`config.mk`:
```
export PLATFORM = sky130hd
export DESIGN_NAME = apb_initiator
export DESIGN_NICKNAME = d
export VERILOG_FILES = /design/src/rtl/apb_pkg.sv /design/src/rtl/apb_slave_decode.sv /design/src/rtl/apb_initiator.sv
export SDC_FILE = /design/constraint.sdc
export NUM_CORES = 1
export LEC_CHECK = 0
export CORE_AREA = 10 10 165 167
export DETAILED_ROUTE_END_ITERATION = 12
export DIE_AREA = 0 0 175 177
export GPL_ROUTABILITY_DRIVEN = 0
export GPL_TIMING_DRIVEN = 1
export PLACE_DENSITY = 0.75
export SLEW_MARGIN = 25
export SYNTH_ARGS = -nofsm -noshare
export SYNTH_HDL_FRONTEND = slang
export SYNTH_SLANG_ARGS = --single-unit
```
`constraint.sdc`:
```
create_clock -name clk -period 2.4 [get_ports clk]
set_clock_uncertainty 0.15 [all_clocks]
set_input_delay 0.36 -clock clk [delete_from_list [all_inputs] [get_ports clk]]
set_output_delay 0.36 -clock clk [all_outputs]
set_load 0.05 [all_outputs]
```
`src/rtl/apb_pkg.sv`:
```
// Shared types and default geometry for the APB initiator and its address decoder.
package apb_pkg;

    typedef enum logic [1:0] {
        IDLE   = 2'd0,
        SETUP  = 2'd1,
        ACCESS = 2'd2,
        RESP   = 2'd3
    } apb_init_state_e;

    localparam int APB_NUM_SLV = 8;
    localparam int APB_ADDR_W  = 32;
    localparam int APB_DATA_W  = 32;
    localparam int APB_SEL_LSB = 24;

endpackage

```
`src/rtl/apb_slave_decode.sv`:
```
// Combinational completer decode: upper address field -> one-hot select, index, decode error.
module apb_slave_decode
    import apb_pkg::*;
#(
    parameter int ADDR_W  = APB_ADDR_W,
    parameter int NUM_SLV = APB_NUM_SLV,
    parameter int SEL_LSB = APB_SEL_LSB,
    parameter int IDX_W   = (NUM_SLV < 2) ? 1 : $clog2(NUM_SLV)
) (
    input  logic [ADDR_W-1:SEL_LSB] addr_hi,
    output logic [NUM_SLV-1:0]      sel,
    output logic [IDX_W-1:0]        idx,
    output logic                    dec_err
);

    logic upper_nz;
    logic out_range;

    assign idx = addr_hi[SEL_LSB +: IDX_W];

    generate
        if (SEL_LSB + IDX_W < ADDR_W) begin : g_upper
            assign upper_nz = |addr_hi[ADDR_W-1:SEL_LSB+IDX_W];
        end else begin : g_no_upper
            assign upper_nz = 1'b0;
        end

        // Index values past the last completer only exist for non power-of-two counts.
        if (NUM_SLV < (1 << IDX_W)) begin : g_range
            assign out_range = (idx >= IDX_W'(NUM_SLV));
        end else begin : g_no_range
            assign out_range = 1'b0;
        end
    endgenerate

    assign dec_err = upper_nz | out_range;

    generate
        for (genvar gi = 0; gi < NUM_SLV; gi++) begin : g_sel
            assign sel[gi] = !dec_err && (idx == IDX_W'(gi));
        end
    endgenerate

endmodule

```
`src/rtl/apb_initiator.sv`:
```
// APB initiator: one request at a time through SETUP/ACCESS, one response strobe per request,
// with a wait-state timeout so a stuck completer cannot hang the requester.
module apb_initiator
    import apb_pkg::*;
#(
    parameter int ADDR_W      = APB_ADDR_W,
    parameter int DATA_W      = APB_DATA_W,
    parameter int NUM_SLV     = APB_NUM_SLV,
    parameter int SEL_LSB     = APB_SEL_LSB,
    parameter int TIMEOUT_CYC = 16
) (
    input  logic                      clk,
    input  logic                      rst,
    input  logic                      req_valid,
    output logic                      req_ready,
    input  logic [ADDR_W-1:0]         req_addr,
    input  logic                      req_write,
    input  logic [DATA_W-1:0]         req_wdata,
    output logic                      rsp_valid,
    output logic [DATA_W-1:0]         rsp_rdata,
    output logic                      rsp_err,
    output logic                      rsp_timeout,
    output logic [ADDR_W-1:0]         PADDR,
    output logic [DATA_W-1:0]         PWDATA,
    output logic                      PWRITE,
    output logic [NUM_SLV-1:0]        PSELx,
    output logic                      PENABLE,
    input  logic [NUM_SLV*DATA_W-1:0] PRDATA,
    input  logic [NUM_SLV-1:0]        PREADY,
    input  logic [NUM_SLV-1:0]        PSLVERR
);

    localparam int IDX_W = (NUM_SLV < 2) ? 1 : $clog2(NUM_SLV);
    localparam int CNT_W = (TIMEOUT_CYC < 2) ? 1 : $clog2(TIMEOUT_CYC + 1);
    localparam bit TIMEOUT_EN = (TIMEOUT_CYC != 0);
    localparam logic [CNT_W-1:0] TO_LAST = CNT_W'(TIMEOUT_CYC - 1);

    apb_init_state_e     state_reg;
    logic [CNT_W-1:0]    wait_cnt_reg;
    logic [IDX_W-1:0]    idx_reg;
    logic                req_ready_reg;
    logic                rsp_valid_reg;
    logic [DATA_W-1:0]   rsp_rdata_reg;
    logic                rsp_err_reg;
    logic                rsp_timeout_reg;
    logic [ADDR_W-1:0]   paddr_reg;
    logic [DATA_W-1:0]   pwdata_reg;
    logic                pwrite_reg;
    logic [NUM_SLV-1:0]  psel_reg;
    logic                penable_reg;

    logic [NUM_SLV-1:0]  dec_sel;
    logic [IDX_W-1:0]    dec_idx;
    logic                dec_err;

    logic [DATA_W-1:0]   prdata_sel;
    logic                pready_sel;
    logic                pslverr_sel;

    apb_slave_decode #(
        .ADDR_W  (ADDR_W),
        .NUM_SLV (NUM_SLV),
        .SEL_LSB (SEL_LSB),
        .IDX_W   (IDX_W)
    ) u_decode (
        .addr_hi (req_addr[ADDR_W-1:SEL_LSB]),
        .sel     (dec_sel),
        .idx     (dec_idx),
        .dec_err (dec_err)
    );

    // Only the latched completer's return signals are ever looked at.
    assign prdata_sel  = PRDATA[idx_reg*DATA_W +: DATA_W];
    assign pready_sel  = PREADY[idx_reg];
    assign pslverr_sel = PSLVERR[idx_reg];

    always_ff @(posedge clk) begin
        if (rst) begin
            state_reg       <= IDLE;
            wait_cnt_reg    <= '0;
            idx_reg         <= '0;
            req_ready_reg   <= 1'b0;
            rsp_valid_reg   <= 1'b0;
            rsp_rdata_reg   <= '0;
            rsp_err_reg     <= 1'b0;
            rsp_timeout_reg <= 1'b0;
            paddr_reg       <= '0;
            pwdata_reg      <= '0;
            pwrite_reg      <= 1'b0;
            psel_reg        <= '0;
            penable_reg     <= 1'b0;
        end else begin
            case (state_reg)
                IDLE: begin
                    if (!req_ready_reg) begin
                        req_ready_reg <= 1'b1;
                    end else if (req_valid) begin
                        req_ready_reg <= 1'b0;
                        idx_reg       <= dec_idx;
                        wait_cnt_reg  <= '0;
                        if (dec_err) begin
                            // No APB cycle; the bus keeps showing the previous transfer.
                            state_reg       <= RESP;
                            rsp_valid_reg   <= 1'b1;
                            rsp_err_reg     <= 1'b1;
                            rsp_timeout_reg <= 1'b0;
                            rsp_rdata_reg   <= '0;
                        end else begin
                            state_reg  <= SETUP;
                            paddr_reg  <= req_addr;
                            pwdata_reg <= req_wdata;
                            pwrite_reg <= req_write;
                            psel_reg   <= dec_sel;
                        end
                    end
                end
                SETUP: begin
                    penable_reg <= 1'b1;
                    state_reg   <= ACCESS;
                end
                ACCESS: begin
                    if (pready_sel) begin
                        state_reg     <= RESP;
                        psel_reg      <= '0;
                        penable_reg   <= 1'b0;
                        rsp_valid_reg <= 1'b1;
                        rsp_err_reg   <= pslverr_sel;
                        rsp_rdata_reg <= (!pwrite_reg && !pslverr_sel) ? prdata_sel : '0;
                    end else if (TIMEOUT_EN && wait_cnt_reg == TO_LAST) begin
                        state_reg       <= RESP;
                        psel_reg        <= '0;
                        penable_reg     <= 1'b0;
                        rsp_valid_reg   <= 1'b1;
                        rsp_err_reg     <= 1'b1;
                        rsp_timeout_reg <= 1'b1;
                        rsp_rdata_reg   <= '0;
                    end else begin
                        wait_cnt_reg <= wait_cnt_reg + CNT_W'(1);
                    end
                end
                RESP: begin
                    state_reg       <= IDLE;
                    req_ready_reg   <= 1'b1;
                    rsp_valid_reg   <= 1'b0;
                    rsp_err_reg     <= 1'b0;
                    rsp_timeout_reg <= 1'b0;
                    rsp_rdata_reg   <= '0;
                    wait_cnt_reg    <= '0;
                end
                default: state_reg <= IDLE;
            endcase
        end
    end

    assign req_ready   = req_ready_reg;
    assign rsp_valid   = rsp_valid_reg;
    assign rsp_rdata   = rsp_rdata_reg;
    assign rsp_err     = rsp_err_reg;
    assign rsp_timeout = rsp_timeout_reg;
    assign PADDR       = paddr_reg;
    assign PWDATA      = pwdata_reg;
    assign PWRITE      = pwrite_reg;
    assign PSELx       = psel_reg;
    assign PENABLE     = penable_reg;

endmodule

```
==> run_1/flops_by_reg.png <==
Drawn at 1.5 px/um. Other sequential cells in the stronger gray, the rest of the logic in the fainter gray.
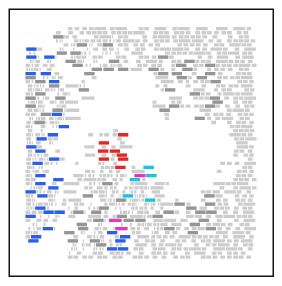
magenta -> `idx_reg`  # placed flops 3
cyan -> `wait_cnt_reg`  # placed flops 5
blue -> `PADDR`  # placed flops 32
red -> `PSELx`  # placed flops 8, where center
not colored = 72

==> run_1/io_fan.png <==
Drawn at 3 px/um.
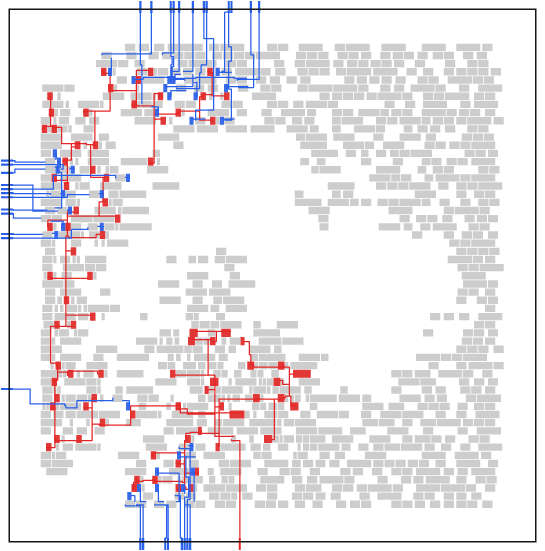
red -> `rst`  # bits 1, direction input, end cells 82, buffers 3, wire 820 um
blue -> `req_wdata`  # bits 32, direction input, end cells 32, buffers 32, wire 982 um

==> run_1/placement.png <==
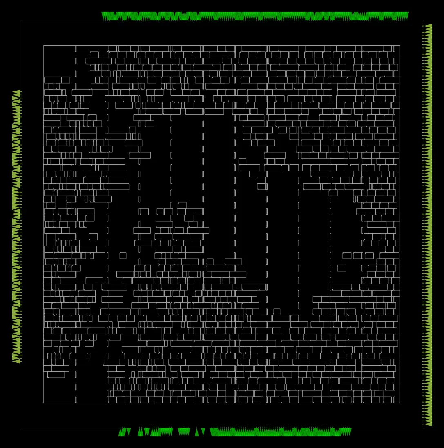
post-route core utilization: 0.498
flip-flops: 120
std cell rows: 57
tapcells inserted: 324

==> metrics.sh <==
POSTSYNTH.ASYNCRESETSHARE=0
HOLDCRITPATHCLASS='in -> reg'
HOLD_FAILS_FINAL_RPT=0
FINALSETUPVIOLATIONS=0
CTS_SETUP_BUFFERS=0
AREA.SHARE.COMBINATIONAL=0.310
MAXUSEDROUTINGLAYER='met5'
GR-USAGE-MET2=0.333
SYNTHTOPCELLSBYAREA='sky130_fd_sc_hd__dfxtp_1 38%, sky130_fd_sc_hd__mux4_2 23%, sky130_fd_sc_hd__nand2_1 7.9%'
FLOW.AREA_GROWTH_FROM_SYNTHESIS_PCT=87.8
INVERTERS=4
CLOCK.FMAX_GHz=0.458
SYNTH_ADDER_AREA_SHARE=0.0138
SYNTH_AREA_PER_CELL_SQ_UM=10.6
SYNTHTOPCELLSBYCOUNT='133 x sky130_fd_sc_hd__nand2_1, 120 x sky130_fd_sc_hd__dfxtp_1, 66 x sky130_fd_sc_hd__mux4_2'
FINALWIRELENGTH_UM=31100
PLACEDCELLCOUNT=1350
FINAL_NETS=1392
POST_DRT_VIA_CELL_RATIO=4.85
OUTCOME='completed'
LAYOUT.CELL_AREA.NON_FILLER_SQ_UM=11900
MUX_SHARE=0.298
PEAKVDDDROP_uV=462
COMB_AREA_LEADER='multiplexers'
CELLPOWERDENSITY_nW_PER_UM2=606
IO_PINS=450
DR_WL_MET3_UM=2860
GRT_PASS1_WL_UM=44600
CRITICAL_PATH.N_BUFFERS_INVERTERS=1
NUM-MULTI-INPUT-GATES=425
AREA_SHARE_CLOCK_BUF_INV=0.0510
GRT_UTIL_ALL_LAYERS=0.189
FLOORPLAN.DIE.HEIGHT_UM=177
P_TOTAL_mW=7.23
GLOBAL_ROUTE.PEAK_USAGE_LAYER='met2'
TOP_CELL='sky130_fd_sc_hd__nand2_1'
TIGHTEST_SLEW_NS=0.639
SYNTH_COMPOUND_GATE_AREA_SHARE=0.146
GRT_SETUP_UNREPAIRED='no'
GLOBAL_ROUTE.USAGE.MET1=0.212
ROUTED_WIRE_LENGTH_PER_INSTANCE_UM=22.5
POWER.LEAKAGE_nW=3.99
CLKLATENCYLATEPIN_NS=0.41
YOSYS.CELL_TYPES.COUNT=45
CHIP_AREA_SQ_UM=31000
INITIAL_UTILIZATION=0.265
CTSROOTBUFFERMASTER='sky130_fd_sc_hd__clkbuf_16'
ROUTE.ANTENNA.REMAINING_NETS=0
TOP_AREA_CELL_CLASS='buffers'
SLEW-LIMIT-HEADROOM=0.573
SYNTH-SIMPLE-AREA-SHARE=0.125
COUNT_OF_INSTANTIATED_CELLS_IN_THE_YOSYS_NETLIST=600
SEQ_AREA_FRAC_SYNTH=0.378
CTS_BUFFERS=17
MAXCAPVIOLCOUNT=0
GRT.OVERFLOW.TOTAL=0
TIMING.CRITICAL_PATH.SLOWEST_STAGE_CELL='sky130_fd_sc_hd__clkdlybuf4s50_1'
POSTSYNTHNETCOUNT=947
PROPORTION_OF_CELL_AREA_OCCUPIED_BY_REGISTERS=0.202
OPENROAD.WARNINGS=30
YOSYS.AREA.TOP_TYPE_SHARE=0.378
SYNTH.LARGEST_AREA_CELL='sky130_fd_sc_hd__dfxtp_1'
FIN_HOLD_WS_NS=0.128
DIE_WIDTH_UM=175
YOSYS.AREA_SHARE.XOR_XNOR=0
CTS.HTREE.LEVELS=4
CTS_REPAIR_RESIZE_COUNT=0
FIRST_GLOBAL_VIAS=6925
NUMCLOCKSINKS=120
PLACE_AREA_SQ_UM=11300
M1WIRELENGTH_UM=11600
FIN_TNS_SETUP_NS=0
SYNTH_CELLS=600
MOST_FREQUENT_CELLS_IN_THE_LAYOUT='447 x sky130_fd_sc_hd__clkdlybuf4s50_1, 133 x sky130_fd_sc_hd__nand2_1, 117 x sky130_fd_sc_hd__dfxtp_1, 66 x sky130_fd_sc_hd__mux4_2, 65 x sky130_fd_sc_hd__a21oi_1'
DETAILEDPLACE.WORSTSLACK_NS=-0.0632
GRT_USE_MET3=0.0681
VIAS=6712
NON_FILLER_INSTANCES=1384
PLACEMENT.IO_BUFFERS=449
[run 1: report_power, final]
part           internal (mW)  switching, mW  leakage, nW
clock                   1.63          0.975        0.288
combinational           1.32           1.16         2.74
sequential              2.08         0.0716        0.970
[run 1: final timing paths]
path	start	endpoint	slack [ns]	cells after the start
setup / recovery	req_ready	req_ready	0.22	1
hold / removal	rst	PWRITE	0.13	2
setup reg to reg	wait_cnt_reg[0]	rsp_rdata[3]	0.24	7
hold reg to reg	PWDATA[11]	PWDATA[11]	0.30	2
Power figures rest on the tool's default switching activity, not on a simulated workload.
